**Run 1: signal wires on met2**

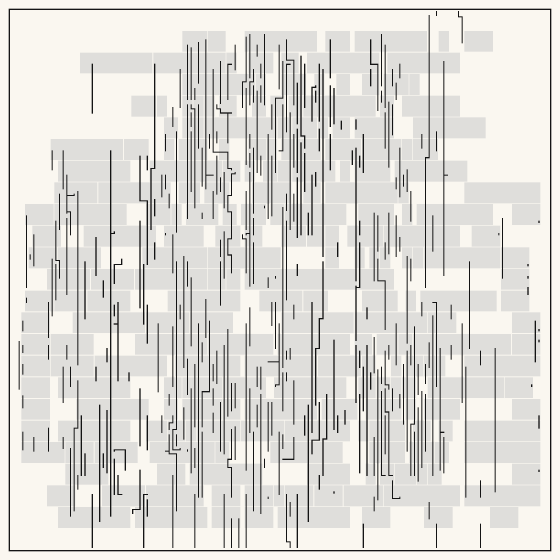
**Run 1: cell outlines without signal wires**

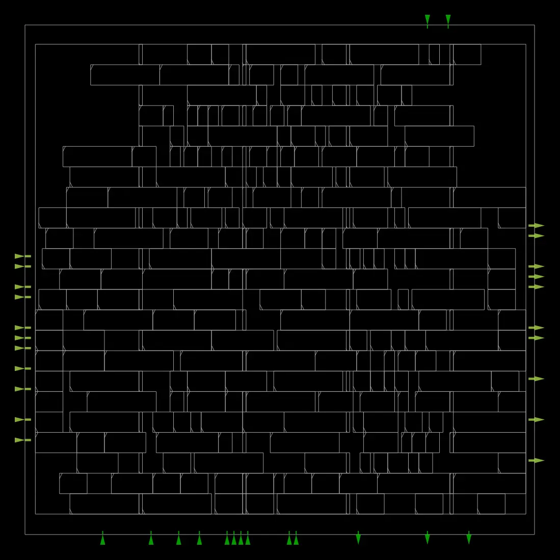
**Run 1: I/O nets highlighted**

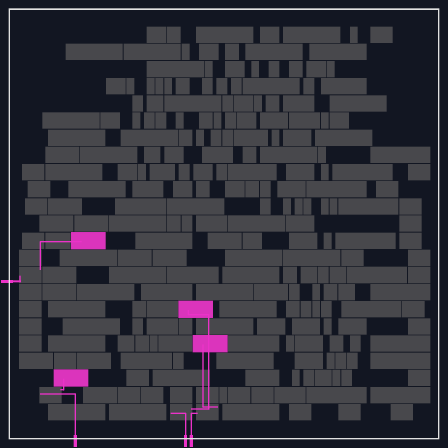
[config.mk]
export PLATFORM = sky130hd
export DESIGN_NAME = seg7_scan_flat
export DESIGN_NICKNAME = d
export VERILOG_FILES = /design/src/rtl/seg7_scan_if.sv /design/src/rtl/seg7_scan.sv /design/src/flat_wrapper.sv
export SDC_FILE = /design/constraint.sdc
export NUM_CORES = 1
export LEC_CHECK = 0
export ABC_CLOCK_PERIOD_IN_PS = 4300
export CAP_MARGIN = 30
export CORE_UTILIZATION = 58
export DETAILED_ROUTE_END_ITERATION = 16
export GPL_ROUTABILITY_DRIVEN = 0
export HOLD_SLACK_MARGIN = 0.05
export PLACE_DENSITY = 0.84
export RECOVER_POWER = 50
export SETUP_SLACK_MARGIN = 0.3
export SYNTH_ARGS = -nofsm -noshare
export SYNTH_HDL_FRONTEND = slang
export SYNTH_SLANG_ARGS = --single-unit
[constraint.sdc]
create_clock -name clock -period 4.3 [get_ports clock]
set_clock_uncertainty 0.2 [all_clocks]
set_input_delay 0.645 -clock clock [delete_from_list [all_inputs] [get_ports clock]]
set_output_delay 0.645 -clock clock [all_outputs]
set_load 0.01 [all_outputs]
[src/rtl/seg7_scan_if.sv]
// seg7_scan_if: digit/control inputs and display outputs of the seven-segment scanner.
interface seg7_scan_if;
    logic [3:0] bcd0;
    logic [3:0] bcd1;
    logic [3:0] bcd2;
    logic [3:0] bcd3;
    logic [3:0] dp_en;
    logic       lz_blank;
    logic [3:0] an;
    logic [6:0] seg;
    logic       dp;
    logic       frame_start;
    modport master (output bcd0, bcd1, bcd2, bcd3, dp_en, lz_blank,
                    input  an, seg, dp, frame_start);
    modport slave  (input  bcd0, bcd1, bcd2, bcd3, dp_en, lz_blank,
                    output an, seg, dp, frame_start);
endinterface

[src/rtl/seg7_scan.sv]
// seg7_scan: four-digit multiplexed common-anode BCD display driver with a per-frame snapshot,
// a guard cycle at every slot boundary, and optional leading-zero blanking.
module seg7_scan #(
    parameter int REFRESH_DIV = 50000
) (
    input logic        clock,
    input logic        reset,
    seg7_scan_if.slave bus
);
    localparam int DW = $clog2(REFRESH_DIV);
    localparam logic [DW-1:0] D_LAST = DW'(REFRESH_DIV - 1);
    localparam logic [6:0] PAT [16] = '{
        7'h40, 7'h79, 7'h24, 7'h30, 7'h19, 7'h12, 7'h02, 7'h78,
        7'h00, 7'h10, 7'h3F, 7'h3F, 7'h3F, 7'h3F, 7'h3F, 7'h3F
    };
    logic [DW-1:0] d;
    logic [1:0]    k;
    logic [3:0]    snap [4];
    logic [3:0]    snap_dp;
    logic [3:0]    zero;
    logic [3:0]    blank;
    logic          guard;
    logic [3:0]    an_next;
    logic [6:0]    seg_next;
    logic          dp_next;
    always_comb begin
        zero     = {snap[3] == 4'd0, snap[2] == 4'd0, snap[1] == 4'd0, snap[0] == 4'd0};
        blank    = {zero[3], &zero[3:2], &zero[3:1], 1'b0};
        guard    = d == '0;
        an_next  = guard ? 4'hF : ~(4'b0001 << k);
        seg_next = (guard || (bus.lz_blank && blank[k])) ? 7'h7F : PAT[snap[k]];
        dp_next  = guard ? 1'b1 : ~snap_dp[k];
    end
    // Capture happens on the guard cycle of slot 0, so a whole frame shows one coherent value.
    always_ff @(posedge clock or posedge reset) begin
        if (reset) begin
            d               <= '0;
            k               <= '0;
            snap            <= '{default: '0};
            snap_dp         <= '0;
            bus.an          <= 4'hF;
            bus.seg         <= 7'h7F;
            bus.dp          <= 1'b1;
            bus.frame_start <= 1'b0;
        end else begin
            d <= (d == D_LAST) ? '0 : d + 1'b1;
            if (d == D_LAST)
                k <= k + 2'd1;
            if (guard && k == 2'd0) begin
                snap    <= '{bus.bcd0, bus.bcd1, bus.bcd2, bus.bcd3};
                snap_dp <= bus.dp_en;
            end
            bus.an          <= an_next;
            bus.seg         <= seg_next;
            bus.dp          <= dp_next;
            bus.frame_start <= guard && k == 2'd0;
        end
    end
endmodule

[src/flat_wrapper.sv]
// flat-port wrapper written by rule: the top's interface ports become plain ports
module seg7_scan_flat 
#(
    parameter int REFRESH_DIV = 50000
)
  (clock, reset, bus_bcd0, bus_bcd1, bus_bcd2, bus_bcd3, bus_dp_en, bus_lz_blank, bus_an, bus_seg, bus_dp, bus_frame_start);
  seg7_scan_if bus_i ();
  input logic clock;
  input logic reset;
  input wire logic [$bits(bus_i.bcd0)-1:0] bus_bcd0;
  input wire logic [$bits(bus_i.bcd1)-1:0] bus_bcd1;
  input wire logic [$bits(bus_i.bcd2)-1:0] bus_bcd2;
  input wire logic [$bits(bus_i.bcd3)-1:0] bus_bcd3;
  input wire logic [$bits(bus_i.dp_en)-1:0] bus_dp_en;
  input wire logic [$bits(bus_i.lz_blank)-1:0] bus_lz_blank;
  output wire logic [$bits(bus_i.an)-1:0] bus_an;
  output wire logic [$bits(bus_i.seg)-1:0] bus_seg;
  output wire logic [$bits(bus_i.dp)-1:0] bus_dp;
  output wire logic [$bits(bus_i.frame_start)-1:0] bus_frame_start;
  assign bus_i.bcd0 = bus_bcd0;
  assign bus_i.bcd1 = bus_bcd1;
  assign bus_i.bcd2 = bus_bcd2;
  assign bus_i.bcd3 = bus_bcd3;
  assign bus_i.dp_en = bus_dp_en;
  assign bus_i.lz_blank = bus_lz_blank;
  assign bus_an = bus_i.an;
  assign bus_seg = bus_i.seg;
  assign bus_dp = bus_i.dp;
  assign bus_frame_start = bus_i.frame_start;
  seg7_scan #(.REFRESH_DIV(REFRESH_DIV)) u_core (.clock(clock), .reset(reset), .bus(bus_i));
endmodule
==> out/writeup.txt, run 1 <==
The flow ran to the end, and the final reports show no timing, DRC or antenna violations. 0 antenna diodes ended up in the layout. The main flop type was sky130_fd_sc_hd__dfrtp_1. The capture endpoint of the worst hold path was u_core.d[0]$_DFF_PP0_. Number of storage elements in the synthesis netlist: 51. The pre-antenna-repair detailed-routing pass consisted of 4 iterations. For the overall die area, the log shows 4600 sq um.

In the final timing run, aggregate negative setup slack is 0 ns. Most numerous cell in the Yosys netlist: sky130_fd_sc_hd__dfrtp_1. Number of global-route vias before repair: 1,563.

The run gives 0.000508 W for the power of the sequential group. Dividing the detail-routed via count by the number of cells gives 5.54. The post-placement setup slack came out at 1.92 ns. The tools report the clock root buffer as sky130_fd_sc_hd__clkbuf_8. Counting every net in the synthesized netlist gives 233. Per the summary, power density relative to cell area is 294 nW/um^2. For the worst flop-to-flop path, the logic depth is 3. Summed over all nets, the switching power comes to 0.000190 W.

The run gives 1.90 ns as the final worst slack. Per the timing report, the achievable frequency comes out to 0.417 GHz. By area the synthesized netlist is led by sky130_fd_sc_hd__dfrtp_1 39%, sky130_fd_sc_hd__dfstp_2 13%, sky130_fd_sc_hd__mux2_4 11%.

For the internal power of the cells, the log shows 0.000697 W. OpenSTA lists the critical path startpoint as u_core.d[2]$_DFF_PP0_. In this run, power in combinational logic comes to 0.0000807 W. Max-cap violations in this run came to 0. Setup repair after global routing left no endpoint under its margin.

The post-detailed-routing wire length came out at 4.26 mm. The most crowded layer after global routing was met2. The number of placed instances, taps included, is 280. The logs give 38 for the count of cell types in the netlist and 271 for the number of nets in the layout.

The proportion of power drawn by flip-flops and latches was 0.573. The met3 track utilization from global routing was 0.0533. CTS built an H-tree with a depth of 2.

The utilization after layout came out at 0.737. The commonest cells after synthesis are 39 x sky130_fd_sc_hd__dfrtp_1, 19 x sky130_fd_sc_hd__mux2_4, 16 x sky130_fd_sc_hd__nand3_1. The run gives 7.47 mm for the global-route wire length before repair. The DRC violation total left in the routed layout is recorded as 0.

The run gives 2510 sq um for the summed instance area of the synthesized netlist. The worst setup path is captured at a register. The critical path class was register to register. The tools report the clock latency at the later pin of the worst-skew pair as 0.30 ns. Counting endpoints that fail hold in the final report gives 0. The final worst-path cycle share is 0.558, and the synthesis warning total is 0.

Once the clock tree was built, the setup fixing pass inserted 0 buffers. The violation tally recorded at the end of detailed-routing iteration 0 is 70. In this run the register-to-register setup slack is 1.90 ns. The fraction of synthesis flops using an asynchronous set or reset pin was 1.00; the count of flip-flops with a built-in enable after synthesis was 0.

The run gives 0.000210 V as the maximum ir drop on the vdd rail. For this block, wires on met1 add up to 2.06 mm. Proportion of total power due to net switching: 0.214. The logs give 0.225 for the all-layer global routing usage and 0.091 for the power share of the combinational group.
-- 'signal wires on met2' (at the start) --
The layer carries 1,990 um of wire. The longest straight run is 45.9 um. 218 nets have wire on it. The wires run mostly vertical.
GR Util met2: 0.328
via count of the routed design: 1,596

-- 'cell outlines without signal wires' (at the start) --
well-tap cell count: 50
Row Count: 23
layout sequential cell count: 51
post-route insts no fill: 288

-- 'I/O nets highlighted' (at the start) --
bus_bcd2: marked magenta, direction input, edge 3 south, 1 west, end cells 4, buffers 4, wire 71.3 um.
tally of buffers added on design ports: 35
Ports: 36

## run 1: final cells by class
cell class              instances  area, sq um
repair buffers                 36          370
inverters                      11         41.3
well taps                      50         62.6
fillers                       274         1070
flip-flops and latches         51         1290
clock buffers                   8          100
multi-input cells             132         1150
## run 1: cell families after synthesis
group	after synthesis	share of synthesized area
AND-OR/OR-AND	16	0.0413
buffers and inverters	16	0.0308
flip-flops	51	0.513
multiplexers	25	0.163
XOR/XNOR	13	0.0453
AND/OR/NAND/NOR	67	0.152
adder cells (fa/ha/maj)	11	0.0547
## run 1: how the worst max path moves through the flow
| stage | endpoint | slack, ns | cells after the start |
|---|---|---|---|
| floorplan | u_core.bus.seg[2]$_DFF_PP1_ | 2.24 | 7 |
| global placement | u_core.snap[6]$_DFFE_PP0P_ | 1.98 | 4 |
| detailed placement | u_core.snap[9]$_DFFE_PP0P_ | 1.92 | 4 |
| CTS | u_core.snap[9]$_DFFE_PP0P_ | 1.91 | 3 |
| global route | u_core.snap[9]$_DFFE_PP0P_ | 1.78 | 3 |
| finish | u_core.snap[13]$_DFFE_PP0P_ | 1.90 | 3 |
## run 1: flip-flops by register name, indices dropped and copies added (netlist names)
| name | flops |
|---|---|
| u_core.bus.an | 4 |
| u_core.bus.dp | 1 |
| u_core.bus.frame_start | 1 |
| u_core.bus.seg | 7 |
| u_core.d | 16 |
| u_core.k | 2 |
| u_core.snap | 16 |
| u_core.snap_dp | 4 |
## run 1: critical path: stages, from the launching register on
cell and delay (ns):
sky130_fd_sc_hd__dfrtp_1 0.45, sky130_fd_sc_hd__nor4_1 0.61, sky130_fd_sc_hd__nand4_4 0.55, sky130_fd_sc_hd__mux2_4 0.46
==> run 1 -> run 2 <==
Settings changed: ABC_CLOCK_PERIOD_IN_PS 4300 to 2009, CORE_UTILIZATION 58 to 49, PLACE_DENSITY 0.84 to 0.76.
Clock period 4.3 ns to 2.01 ns, I/O delays scaled along.
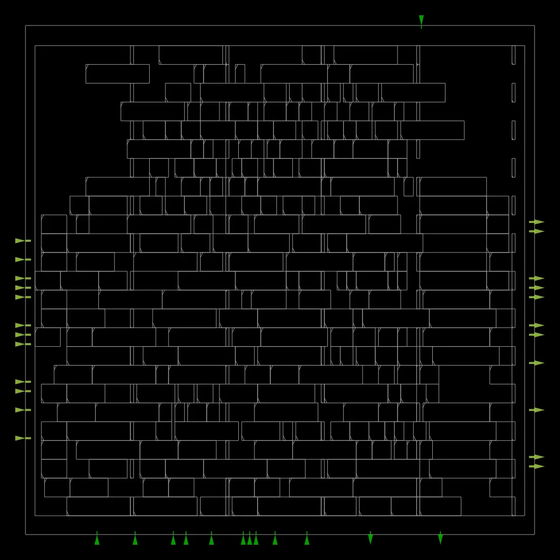
**Above:** run 2 (cell outlines without signal wires).
Seq/total area: 0.380
post-layout util: 0.708

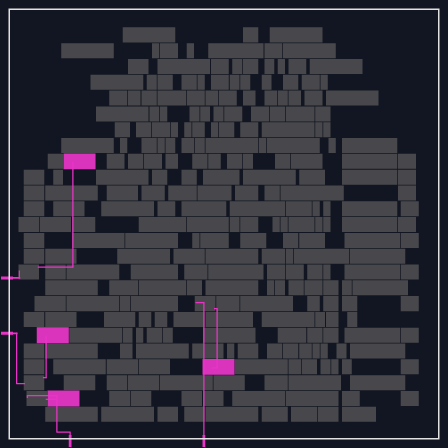
**Above:** run 2 (I/O nets highlighted).
bus_bcd2: marked magenta, direction input, edge 2 west, 2 south, end cells 4, buffers 4, wire 97.1 um.

==> out/writeup.txt, run 2 <==
The proportion of total power due to net switching is 0.221. The run gives 0.163 for the area fraction in mux cells. The maximum number of pins on one net before global-route repair came out at 52. The detailed router placed 1,751 vias in this run.

With the vertical die dimension at 73.6 um, the all-layer global routing usage is 0.216. For the number of setup violations in the final report, the log shows 8. The area fraction in full adders, half adders and majority gates is 0.0547.

The detailed router reported a total wirelength of 5.09 mm. 36 I/O pins were placed. The critical path starts at u_core.d[12]$_DFF_PP0_. The AND-OR/OR-AND share of the synthesized area is 0.0413, and the non-filler instance count after layout is 336. The critical path class was register to register. Final worst slack: -0.0111 ns.

Max-cap violations in this run came to 0. TritonCTS built the clock tree. The iteration count recorded for the first detailed-route pass is 4.

Counting flops with a built-in enable in the synthesized netlist gives 0. CTS placed an instance of sky130_fd_sc_hd__clkbuf_8 at the clock tree root. The proportion of power drawn by flip-flops and latches was 0.547; the slew at the pin with the worst max-slew slack was 1.21 ns. Setup repair after global routing could not meet its margin everywhere. Per the GRT congestion report, total overflow comes to 0. The flow reported a cell area power density of 584 nW/um^2.

Per the layout area report, the register area comes to 1300 sq um. The warning tally printed by Yosys for this design is 0. The average size of a mapped cell works out to 12.6 sq um. The run gives 1.01 for the final worst-path cycle share.

The number of storage elements in the synthesis netlist works out to 51. The first global-routing pass estimated 8.65 mm of wire. Largest combinational cell category by area: multiplexers. The checks that failed: negative setup slack.

Hold slack: 0.312 ns. Per the synthesis report, the number of distinct cell types is 38. In this design, the largest share of critical-path delay is due to simple AND/OR/NAND/NOR gates.

The number of clock buffers added by TritonCTS is 5. The most common cell after layout, fill and taps aside was sky130_fd_sc_hd__dfrtp_1. The slowest stage of the critical path is the sky130_fd_sc_hd__or4_4 cell. With the detailed placement HPWL at 3.44 mm, the total stage count of the critical path is 5. The run gives 1 for the combined buffer and inverter count along the critical path.

The tools report the number of global-route vias before repair as 1,745. The power share of the combinational group is 0.094. The fraction of synthesis flops using an asynchronous set or reset pin is 1.00. Share of the yosys chip area belonging to registers: 0.513.

Summed over all nets, the switching power comes to 0.000440 W. Among all flip-flop cells after synthesis, the most frequent one is sky130_fd_sc_hd__dfrtp_1. The number of antenna cells inserted was 0; the clock latency at the later pin of the worst-skew pair was 0.31 ns.

After floorplanning, the core was sized to cover 4820 sq um. The synthesis report lists the most area-consuming cells as sky130_fd_sc_hd__dfrtp_1 39%, sky130_fd_sc_hd__dfstp_2 13%, sky130_fd_sc_hd__mux2_4 11%. The finished design was reported to have a net count of 302. In the final layout, the registers with the most flip-flops are u_core.d (16), u_core.snap (16), u_core.bus.seg (7).

Counting I/O delays and the setup requirement, the final critical path takes 2.02 ns. According to the floorplan log, the row count is 25. The worst setup path is captured at a register. The CTS H-tree depth is 2. The run finished, with violations left. The simple-gate share of the synthesized area came out at 0.152. After detailed placement, the design holds a cell count of 319. Summing every instance area after synthesis gives 2510 sq um.

For this run, design rule violations remaining after detail routing come to 0. The maximum ir drop on the vdd rail was 0.000457 V; the depth of the most critical reg-to-reg path was 5. The most numerous cell in the Yosys netlist was sky130_fd_sc_hd__dfrtp_1. The number of cells in the yosys synthesis report was 199; the xor and xnor area share after synthesis was 0.0453.

Counting instances in the post-synthesis netlist gives the leading cell types as 39 x sky130_fd_sc_hd__dfrtp_1, 19 x sky130_fd_sc_hd__mux2_4, 16 x sky130_fd_sc_hd__nand3_1. For the final total power, the log shows 0.00199 W. With the net count entering floorplan at 233, the maximum achievable frequency is 0.495 GHz. Cell internal power was estimated by the tool at 0.00155 W. The logs give 1260 sq um for the logic area and 0.000103 ns for the post-placement setup slack. The number of DRC violations after detailed-routing iteration 0 is 92, and the delay of the slowest cell on the worst path is 0.55 ns. The run gives 2 as the number of buffers on the longest clock path. The final hold violation count recorded for this run is 0. The run gives 5.21 for the average vias per placed instance. In this run the critical path is formed by or4_4 > nor2b_4 > nand4_4 > buf_12 > mux2_4.

The die covers 5420 sq um. The post-CTS setup repair buffer count was 7; the post-route setup TNS was -0.0260 ns. After filler insertion, the fill cell instance count of the layout stands at 347. The placement report lists the number of port buffers as 35.
[run 2: cell types whose count changed in the layout (fill, tap and decap cells not counted), moves of 5 or more]
cell / delta
sky130_fd_sc_hd__buf_4: +25
sky130_fd_sc_hd__clkdlybuf4s50_1: -12
sky130_fd_sc_hd__dlygate4sd2_1: +12
sky130_fd_sc_hd__buf_6: +5
sky130_fd_sc_hd__ha_1: -5
sky130_fd_sc_hd__ha_4: +5
[run 2: power groups by stage]
stage                     clock network (W)  logic [W]  registers [W]
final                              0.000714   0.000188        0.00109
after global routing               0.000762   0.000205        0.00109
after CTS                          0.000730   0.000194        0.00109
after detailed placement                  0   0.000186        0.00111
after global placement                    0   0.000179        0.00111
after floorplan                           0  0.0000872        0.00111
[run 2: final timing paths]
path | to | slack [ns]
setup / recovery | u_core.snap[7]$_DFFE_PP0P_ | -0.01
setup reg to reg | u_core.snap[7]$_DFFE_PP0P_ | -0.01
min in group asynchronous | u_core.snap_dp[0]$_DFFE_PP0P_ | 0.55
max in group asynchronous | u_core.d[0]$_DFF_PP0_ | 0.25
hold reg to reg | u_core.d[0]$_DFF_PP0_ | 0.31
hold / removal | u_core.d[0]$_DFF_PP0_ | 0.31
[run 2: per-layer routing]
metal | vias to the layer above | track usage | part of all wire
met1 | 846 | 0.282 | 0.44
li1 | 838 | - | -
met2 | 61 | 0.356 | 0.50
met4 | 0 | 0.0769 | 0.013
met5 | - | 0 | 0
met3 | 6 | 0.0466 | 0.046
[run 2: layout make-up]
class / count / area share
sequential: 51 / 0.380
multi-input combinational: 132 / 0.370
timing repair buffer: 67 / 0.178
tap: 67 / 0.0246
clock buffer: 5 / 0.0202
inverter: 11 / 0.0140
clock inverter: 3 / 0.0128
==> run 2 -> run 3 <==
Settings changed: TNS_END_PERCENT set to 1.
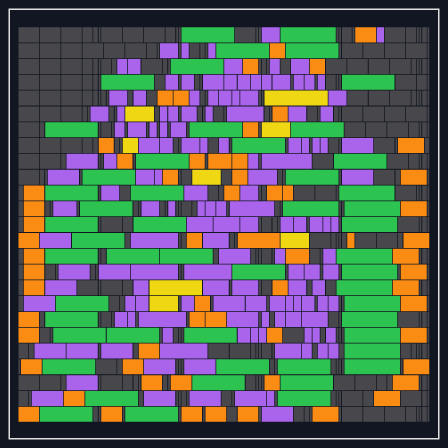
**Above:** run 3 (cell classes on the final placement).
Fill, decap, tap and diode cells in grey.
registers: marked green, cells 51, share of their area 40%. remaining logic cells: marked purple, cells 143, share of their area 38%. clock drivers and dummy loads: marked yellow, cells 8, share of their area 4.0%. remaining buffers and delay cells: marked orange, cells 61, share of their area 18%.
post-layout util: 0.695
core area: 4820 sq um
Row Count: 25
Seq/total area: 0.386
final instance area: 3350 sq um

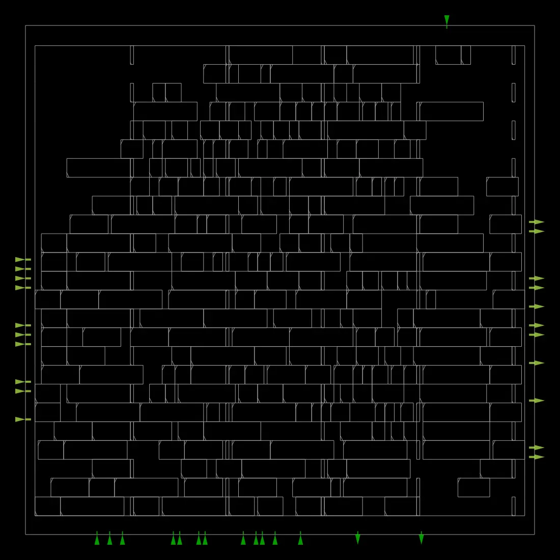
**Above:** run 3 (cell outlines without signal wires).
well-tap cell count: 67
filler cell count: 352

==> out/writeup.txt, run 3 <==
The vertical die dimension was 73.6 um. The run finished with clean final reports. Setup repair after global routing could not meet its margin everywhere.

Across the whole layout, storage elements account for 1290 sq um. Non-clock inverter total of the final layout: 11. The post-CTS setup repair buffer count came out at 1. The main area contributors are sky130_fd_sc_hd__dfrtp_1 39%, sky130_fd_sc_hd__dfstp_2 13%, sky130_fd_sc_hd__mux2_4 11%.

The run gives 29 as the maximum number of pins on one net before global-route repair. Largest combinational cell category by area: multiplexers. Layout clock buffer count: 6. The tools report the clock root buffer as sky130_fd_sc_hd__clkbuf_8. Cell kind with the greatest summed area: sequential cells.

The area fraction in mux cells is 0.163. Clock latency on the worst-skew pair, taken at its later pin, is 0.31 ns. Count of cell types in the netlist: 38. The share of the yosys chip area belonging to registers came out at 0.513.

Logic area: 1210 sq um. With the I/O pin total at 36, the maximum achievable frequency is 0.500 GHz. The largest registers in the layout are u_core.d (16), u_core.snap (16), u_core.bus.seg (7).

Looking at the reg2reg group, the worst path ends at u_core.snap_dp[3]$_DFFE_PP0P_. Yosys reported a register bit count of 51. The tools report the number of DRC violations after detailed-routing iteration 0 as 68.

The synthesis report names the predominant flop master as sky130_fd_sc_hd__dfrtp_1. The global-route wire length before repair is 7.74 mm, and the total of buffers placed on input and output ports is 35. The clock-cell share of area came out at 0.0392. Critical path class: register to register.

With the average vias per placed instance at 5.22, the number of nets in the layout is 296. The number of antenna diodes in the final layout is 0. The number of CTS-inserted buffers came out at 5.

The post-detailed-routing wire length was 4.70 mm; the depth of the most critical reg-to-reg path was 5. The run gives 319 as the number of placed cells counting well taps. Most common cell after layout, fill and taps aside: sky130_fd_sc_hd__dfrtp_1. The flow reported a cell area power density of 611 nW/um^2.

The area fraction in full adders, half adders and majority gates came out at 0.0547. There are 51 flip-flops and latches. The warning tally printed by Yosys for this design is 0. CTS reports a maximum clock tree buffer depth of 2. The logic gate fraction of the total cell area is 0.361. Buffer count excluding the clock tree in the final layout: 61.

The worst VDD IR drop from the latest analysis is 0.000360 V. The fraction of synthesis flops using an asynchronous set or reset pin is 1.00, and the number of max-cap violations is 0. With the summed instance area of the synthesized netlist at 2510 sq um, the count of flip-flops with a built-in enable after synthesis is 0.

The run gives 0 for the number of remaining DRC errors. Final-layout non-clock buffer area share: 0.177. In the CTS report, the clock slew at the register clock pins of the worst setup and hold paths is listed as 0.09 ns. Looking at the gate-level netlist, the highest instance count belongs to sky130_fd_sc_hd__dfrtp_1. The synthesis run shows the most used standard cells to be 39 x sky130_fd_sc_hd__dfrtp_1, 19 x sky130_fd_sc_hd__mux2_4, 16 x sky130_fd_sc_hd__nand3_1. The fraction of synthesized cell area taken by the top area cell type is 0.388, and the xor and xnor area share after synthesis is 0.0453. The final timing report lists a hold violation count of 0. Detailed placement ended at an HPWL of 3.39 mm. The all-layer global routing usage came out at 0.192.

Endpoint type of the worst setup path: a register. Across all stage logs, warnings added up to 37. The AND-OR/OR-AND share of the synthesized area works out to 0.0413.

The die covers 5420 sq um. The run gives 0.995 for the final worst-path cycle share. The net count entering floorplan is 233, and the layout multi-input combinational cell count is 132. The slew at the pin with the worst max-slew slack is 0.690 ns. With the remaining global-route overflow at 0, the number of vias after detailed routing is 1,721.

The launching element of the worst setup path was u_core.d[11]$_DFF_PP0_. The clock H-tree reported by CTS has 2 levels. The shortest clock period the worst path allows after layout was 2.00 ns; the number of global-route vias before repair was 1,659.

TritonCTS built the clock tree. The setup check on the worst reg-to-reg path leaves a slack of 0.009 ns. The total iterations of the first detailed-routing run came out at 4. The most critical setup path has its endpoint at u_core.snap_dp[3]$_DFFE_PP0P_.
-- run 3: netlist changes by cell type in the layout (fill, tap and decap cells not counted), moves of 4 or more --
cell,delta
sky130_fd_sc_hd__buf_4,-4
sky130_fd_sc_hd__ha_2,+4
sky130_fd_sc_hd__dlygate4sd2_1,-12
sky130_fd_sc_hd__ha_4,-5
sky130_fd_sc_hd__dlymetal6s2s_1,+12
-- run 3: cell families after synthesis --
group / Yosys count
XOR/XNOR: 13
buffers and inverters: 16
flip-flops: 51
multiplexers: 25
AND/OR/NAND/NOR: 67
AND-OR/OR-AND: 16
adder cells (fa/ha/maj): 11
-- run 3: power breakdown --
part | total [W] | internal, W | switching (W)
clock | 0.000786 | 0.000446 | 0.000340
sequential | 0.00109 | 0.00107 | 0.0000203
combinational | 0.000172 | 0.000106 | 0.0000657
-- run 3: worst max-delay path, stage by stage, from the launching register on --
cell and delay [ns]:
sky130_fd_sc_hd__dfrtp_1 0.41, sky130_fd_sc_hd__or4_4 0.54, sky130_fd_sc_hd__nor2b_4 0.15, sky130_fd_sc_hd__nand4_4 0.09, sky130_fd_sc_hd__buf_12 0.18, sky130_fd_sc_hd__mux2_4 0.30
-- run 3: per-layer routing --
layer	vias to the layer above	track usage	routed length, um
met1	851	0.278	2310
met5	-	0	0
li1	819	-	-
met3	9	0.0439	163
met4	0	0.0812	95
met2	42	0.277	2130
-- run 3: through the flow --
step	setup TNS [ns]	power [W]	setup slack (ns)	hold slack (ns)	util
after detailed placement	0	0.00128	0.0182	0.293	0.646
final	0	0.00205	0.00936	0.246	0.695
after CTS	0	0.00207	0.00688	0.0585	0.675
after global routing	-0.882	0.00212	-0.0460	0.319	0.695
after floorplan	0	0.00119	0.00121	0.246	-
after global placement	0	0.00128	0.0407	0.271	0.646
Power is estimated from default activity; no workload was simulated.
